File: config.mk
export PLATFORM = sky130hd
export DESIGN_NAME = branch_checkpoint_queue
export DESIGN_NICKNAME = d
export VERILOG_FILES = /design/src/rtl/branch_checkpoint_queue.sv
export SDC_FILE = /design/constraint.sdc
export NUM_CORES = 1
export LEC_CHECK = 0
export CORE_UTILIZATION = 50
export DETAILED_ROUTE_END_ITERATION = 8
export PLACE_DENSITY = 0.78
export SKIP_CTS_REPAIR_TIMING = 1
export SLEW_MARGIN = 5
export SYNTH_ARGS = -nofsm -noshare
export SYNTH_HDL_FRONTEND = slang
export SYNTH_SLANG_ARGS = --single-unit
File: constraint.sdc
create_clock -name clk_i -period 3.8 [get_ports clk_i]
set_input_delay 0.76 -clock clk_i [delete_from_list [all_inputs] [get_ports clk_i]]
set_output_delay 0.76 -clock clk_i [all_outputs]
set_load 0.05 [all_outputs]
File: src/rtl/branch_checkpoint_queue.sv
// In-order checkpoint queue for speculative branches: holds prediction and recovery PC,
// pops on correct resolve, flushes and emits a one-cycle redirect on mispredict.
module branch_checkpoint_queue #(
  parameter int unsigned addr_width_p = 16,
  parameter int unsigned depth_p      = 4
) (
  input  logic                         clk_i,
  input  logic                         reset_i,
  input  logic                         enq_v_i,
  input  logic                         take_branch_i,
  input  logic                         speculative_i,
  input  logic [addr_width_p-1:0]      pc_i,
  input  logic [addr_width_p-1:0]      target_i,
  output logic                         ready_o,
  output logic [$clog2(depth_p)-1:0]   enq_id_o,
  input  logic                         resolve_v_i,
  input  logic                         resolve_taken_i,
  output logic                         redirect_v_o,
  output logic [addr_width_p-1:0]      redirect_pc_o,
  output logic [$clog2(depth_p):0]     count_o,
  output logic                         empty_o
);

  localparam int unsigned PtrW = $clog2(depth_p);
  localparam int unsigned CntW = PtrW + 1;
  localparam logic [CntW-1:0] FullCnt = CntW'(depth_p);

  logic [PtrW-1:0]         head_q, head_d;
  logic [PtrW-1:0]         tail_q, tail_d;
  logic [CntW-1:0]         count_q, count_d;
  logic                    redirect_v_q, redirect_v_d;
  logic [addr_width_p-1:0] redirect_pc_q, redirect_pc_d;

  logic [depth_p-1:0]      pred_taken_q, pred_taken_d;
  logic [addr_width_p-1:0] recov_pc_q [depth_p];
  logic [addr_width_p-1:0] recov_pc_d [depth_p];

  logic ready;
  logic enq_fire;
  logic res_fire;
  logic mispredict;
  logic pop;

  // Outputs derive only from registered state; no path from the *_v_i inputs.
  assign ready      = (count_q != FullCnt) & ~redirect_v_q;
  assign enq_fire   = enq_v_i & speculative_i & ready;
  assign res_fire   = resolve_v_i & (count_q != '0);
  assign mispredict = res_fire & (resolve_taken_i != pred_taken_q[head_q]);
  assign pop        = res_fire & ~mispredict;

  always_comb begin
    head_d        = head_q;
    tail_d        = tail_q;
    count_d       = count_q;
    redirect_v_d  = 1'b0;
    redirect_pc_d = redirect_pc_q;
    pred_taken_d  = pred_taken_q;
    recov_pc_d    = recov_pc_q;

    if (mispredict) begin
      // Flush wins over any same-cycle enqueue; all younger entries are wrong-path.
      head_d        = '0;
      tail_d        = '0;
      count_d       = '0;
      redirect_v_d  = 1'b1;
      redirect_pc_d = recov_pc_q[head_q];
    end else begin
      if (enq_fire) begin
        pred_taken_d[tail_q] = take_branch_i;
        recov_pc_d[tail_q]   = take_branch_i ? (pc_i + addr_width_p'(1)) : target_i;
        tail_d               = tail_q + PtrW'(1);
      end
      if (pop) begin
        head_d = head_q + PtrW'(1);
      end
      count_d = count_q + CntW'(enq_fire) - CntW'(pop);
    end
  end

  always_ff @(posedge clk_i) begin
    if (reset_i) begin
      head_q        <= '0;
      tail_q        <= '0;
      count_q       <= '0;
      redirect_v_q  <= 1'b0;
      redirect_pc_q <= '0;
    end else begin
      head_q        <= head_d;
      tail_q        <= tail_d;
      count_q       <= count_d;
      redirect_v_q  <= redirect_v_d;
      redirect_pc_q <= redirect_pc_d;
    end
  end

  // Entry storage needs no reset: occupancy lives entirely in head/tail/count.
  always_ff @(posedge clk_i) begin
    pred_taken_q <= pred_taken_d;
    recov_pc_q   <= recov_pc_d;
  end

  assign ready_o       = ready;
  assign enq_id_o      = tail_q;
  assign redirect_v_o  = redirect_v_q;
  assign redirect_pc_o = redirect_pc_q;
  assign count_o       = count_q;
  assign empty_o       = (count_q == '0);

endmodule
==> results.sh, run 1 <==
# implementation run metrics
export IMPL_fin_area_mm2=0.00496
export IMPL_wl_met1_mm=3.43
export IMPL_synth_largest_type_area_fraction_pct=50.8
export IMPL_critical_path_cell_count=11
export IMPL_clock_insertion_delay_worst_skew_ps=350
export IMPL_p_int_uw=1860
export IMPL_power_density_cell_area_mw_per_mm2=567
export IMPL_wl_per_cell_um=16.2
export IMPL_postLayoutCoreUtil_pct=63.8
export IMPL_synth_stat_cells=289
export IMPL_lay_top_cells="sky130_fd_sc_hd__edfxtp_1 (68), sky130_fd_sc_hd__clkdlybuf4s50_1 (62), sky130_fd_sc_hd__a21oi_1 (30)"
export IMPL_comb_power_share_pct=33.8
export IMPL_cts_path_max_buffers=2
export IMPL_synth_compound_gate_area_share_pct=6.67
export IMPL_power_clock_uw=631
export IMPL_p_leak_uw=0.00161
export IMPL_portBuffers=62
export IMPL_crit_buf_inv=3
export IMPL_clock_buffer_count=9
export IMPL_fin_cells=464
export IMPL_post_synth_and_or_nand_nor_area_fraction_pct=9.35
export IMPL_wire_length_of_the_first_global_routing_pass_mm=12.5
export IMPL_holdWs_ps=479
export IMPL_netlist_logic_family_top="multiplexers"
export IMPL_rows=32
export IMPL_cts_sinks=92
export IMPL_max_stage_delay_ps=770
export IMPL_stage_log_warning_count=29
export IMPL_dieHeight_um=91.6
export IMPL_routed_via_count=2553
export IMPL_yosysWarnings=0
export IMPL_fp_nets=336
export IMPL_floorplan_initialDensity_pct=51.7
export IMPL_ys_seq_share_pct=62.8
export IMPL_cts_root_buffer_cell="sky130_fd_sc_hd__clkbuf_8"
export IMPL_fp_coreArea_mm2=0.00777
export IMPL_slew_limit_headroom_pct=41.7
export IMPL_worstPathArrival_ps=3010
export IMPL_status="finished clean"
export IMPL_global_route_usage_total_pct=19.4
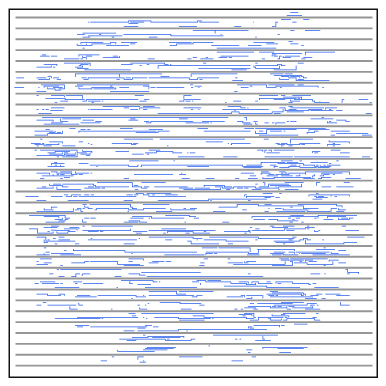
Fig. 1. Metal 1 (run 1).
(4 px per µm) Supply wires on this layer in grey.
The layer carries 3,430 µm of wire. The longest straight run is 46.5 µm.

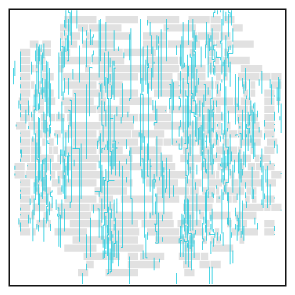
Fig. 2. M2 wires (run 1).
(3 px per µm)
The longest straight run is 37.1 µm. 339 nets have wire on it. The layer holds 49% of the routed length.

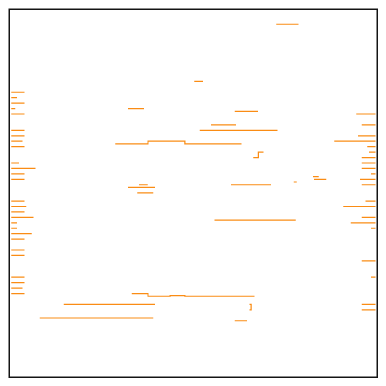
Fig. 3. Met3 routing (run 1).
(4 px per µm)
The longest straight run is 28.1 µm. The layer holds 4.8% of the routed length. The layer carries 360 µm of wire.

==> run 1 -> run 2 <==
==> constraint.sdc (replaced) <==
create_clock -name clk_i -period 2.6 [get_ports clk_i]
set_input_delay 0.52 -clock clk_i [delete_from_list [all_inputs] [get_ports clk_i]]
set_output_delay 0.52 -clock clk_i [all_outputs]
set_load 0.05 [all_outputs]
==> run 2 against run 1 <==
Core utilization up 2.1 points. Sequential share of layout area down 1.4 points. First-iteration DRC count grew 3.7%. Cell area is 3.3% higher. Register-to-register slack worse by 1000 ps. Via count rose by 2.4%.
==> results.sh, run 2 <==
# implementation run metrics
export IMPL_max_stage_delay_ps=550
export IMPL_wl_per_cell_um=16.1
export IMPL_post_synth_and_or_nand_nor_area_fraction_pct=9.35
export IMPL_power_clock_uw=1150
export IMPL_reg2reg_slack_ps=80
export IMPL_synth_largest_type_area_fraction_pct=50.8
export IMPL_power_density_cell_area_mw_per_mm2=859
export IMPL_synth_compound_gate_area_share_pct=6.67
export IMPL_fin_cells=474
export IMPL_lay_top_cells="sky130_fd_sc_hd__edfxtp_1 (68), sky130_fd_sc_hd__clkdlybuf4s50_1 (62), sky130_fd_sc_hd__a21oi_1 (30)"
export IMPL_critical_path_cell_count=11
export IMPL_postLayoutCoreUtil_pct=65.9
export IMPL_proportion_of_cell_area_occupied_by_multi_input_gates_pct=27.4
export IMPL_cts_path_max_buffers=2
export IMPL_fp_coreArea_mm2=0.00777
export IMPL_cts_sinks=92
export IMPL_status="finished clean"
export IMPL_floorplan_initialDensity_pct=51.7
export IMPL_wl_met1_mm=3.31
export IMPL_portBuffers=62
export IMPL_ys_seq_share_pct=62.8
export IMPL_slew_limit_headroom_pct=65.7
export IMPL_worst_path_dominant_cell_family="adder cells"
export IMPL_crit_buf_inv=2
export IMPL_p_int_uw=2980
export IMPL_fin_area_mm2=0.00512
export IMPL_holdWs_ps=486
export IMPL_fp_nets=336
export IMPL_wire_length_of_the_first_global_routing_pass_mm=12.5
export IMPL_rows=32
export IMPL_clkCellAreaFrac_pct=4.81
export IMPL_dieHeight_um=91.6
export IMPL_routed_via_count=2615
export IMPL_groute_layer_met3_usage_pct=4.64
export IMPL_yosysWarnings=0
export IMPL_clock_insertion_delay_worst_skew_ps=350
export IMPL_cts_root_buffer_cell="sky130_fd_sc_hd__clkbuf_8"
export IMPL_power_share_clock_pct=26.1
export IMPL_met2WireLength_mm=3.89
export IMPL_netlist_logic_family_top="multiplexers"
export IMPL_drc=0
export IMPL_p_leak_uw=0.00169
export IMPL_comb_power_share_pct=32.6
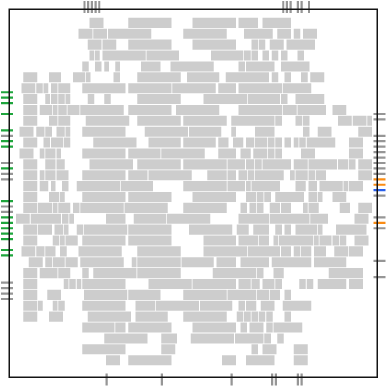
Fig. 4. I/O pins on the die edge (run 2).
(4 px per µm) Pins as bars across the die edge, other pins in grey.
pc_i: shown in green, pins 16, direction input, edge left. count_o: shown in orange, pins 3, direction output, edge right. empty_o: shown in blue, pins 1, direction output, edge right.

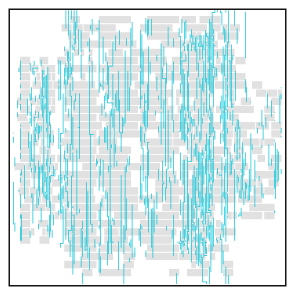
Fig. 5. M2 wires (run 2).
(3 px per µm)
The wires run mostly vertical. 356 nets have wire on it.

==> run 2 -> run 3 <==
--- a/config.mk
+++ b/config.mk
@@ -5,6 +5,7 @@
 export SDC_FILE = /design/constraint.sdc
 export NUM_CORES = 1
 export LEC_CHECK = 0
+export CAP_MARGIN = 20
 export CORE_UTILIZATION = 50
 export DETAILED_ROUTE_END_ITERATION = 8
 export PLACE_DENSITY = 0.78
==> run 3 against run 2 <==
Critical endpoint unchanged. Synthesized area is the same. Total power stayed put. Die area stayed put. Flip-flop count stayed put. Critical path depth is the same. Highest routed layer unchanged. Critical path type unchanged. Combinational power barely moved. First-iteration DRC count stayed put. Clock power about the same. Count of clock-buffer cells in the layout did not move.
==> results.sh, run 3 <==
# implementation run metrics
export IMPL_netlist_logic_family_top="multiplexers"
export IMPL_power_share_clock_pct=26.1
export IMPL_synth_largest_type_area_fraction_pct=50.8
export IMPL_wl_per_cell_um=16.1
export IMPL_stage_log_warning_count=31
export IMPL_proportion_of_cell_area_occupied_by_multi_input_gates_pct=27.4
export IMPL_fp_coreArea_mm2=0.00777
export IMPL_portBuffers=62
export IMPL_cts_path_max_buffers=2
export IMPL_clkCellAreaFrac_pct=4.81
export IMPL_fin_area_mm2=0.00512
export IMPL_dieHeight_um=91.6
export IMPL_routed_via_count=2615
export IMPL_groute_layer_met3_usage_pct=4.64
export IMPL_drc=0
export IMPL_worst_path_dominant_cell_family="adder cells"
export IMPL_status="finished clean"
export IMPL_fp_nets=336
export IMPL_clock_insertion_delay_worst_skew_ps=350
export IMPL_holdWs_ps=486
export IMPL_global_route_usage_total_pct=19.9
export IMPL_ys_seq_share_pct=62.8
export IMPL_synth_compound_gate_area_share_pct=6.67
export IMPL_max_stage_delay_ps=550
export IMPL_cts_sinks=92
export IMPL_post_synth_and_or_nand_nor_area_fraction_pct=9.35
export IMPL_cts_root_buffer_cell="sky130_fd_sc_hd__clkbuf_8"
export IMPL_clock_buffer_count=9
export IMPL_floorplan_initialDensity_pct=51.7
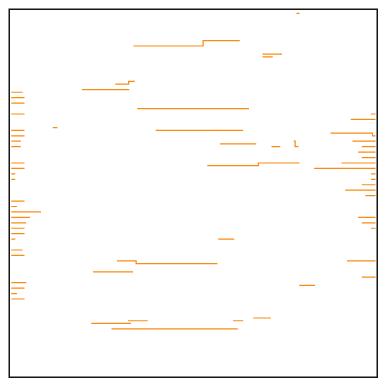
Fig. 6. Met3 routing (run 3).
(4 px per µm)
The longest straight run is 31.3 µm. The layer holds 5.1% of the routed length.

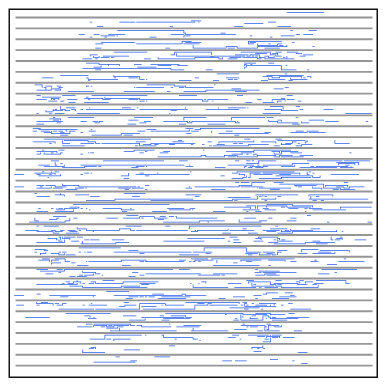
Fig. 7. Metal 1 (run 3).
(4 px per µm) Supply wires on this layer in grey.
The layer holds 43% of the routed length. 353 nets have wire on it. The longest straight run is 27.1 µm.

Power figures rest on the tool's default switching activity, not on a simulated workload.
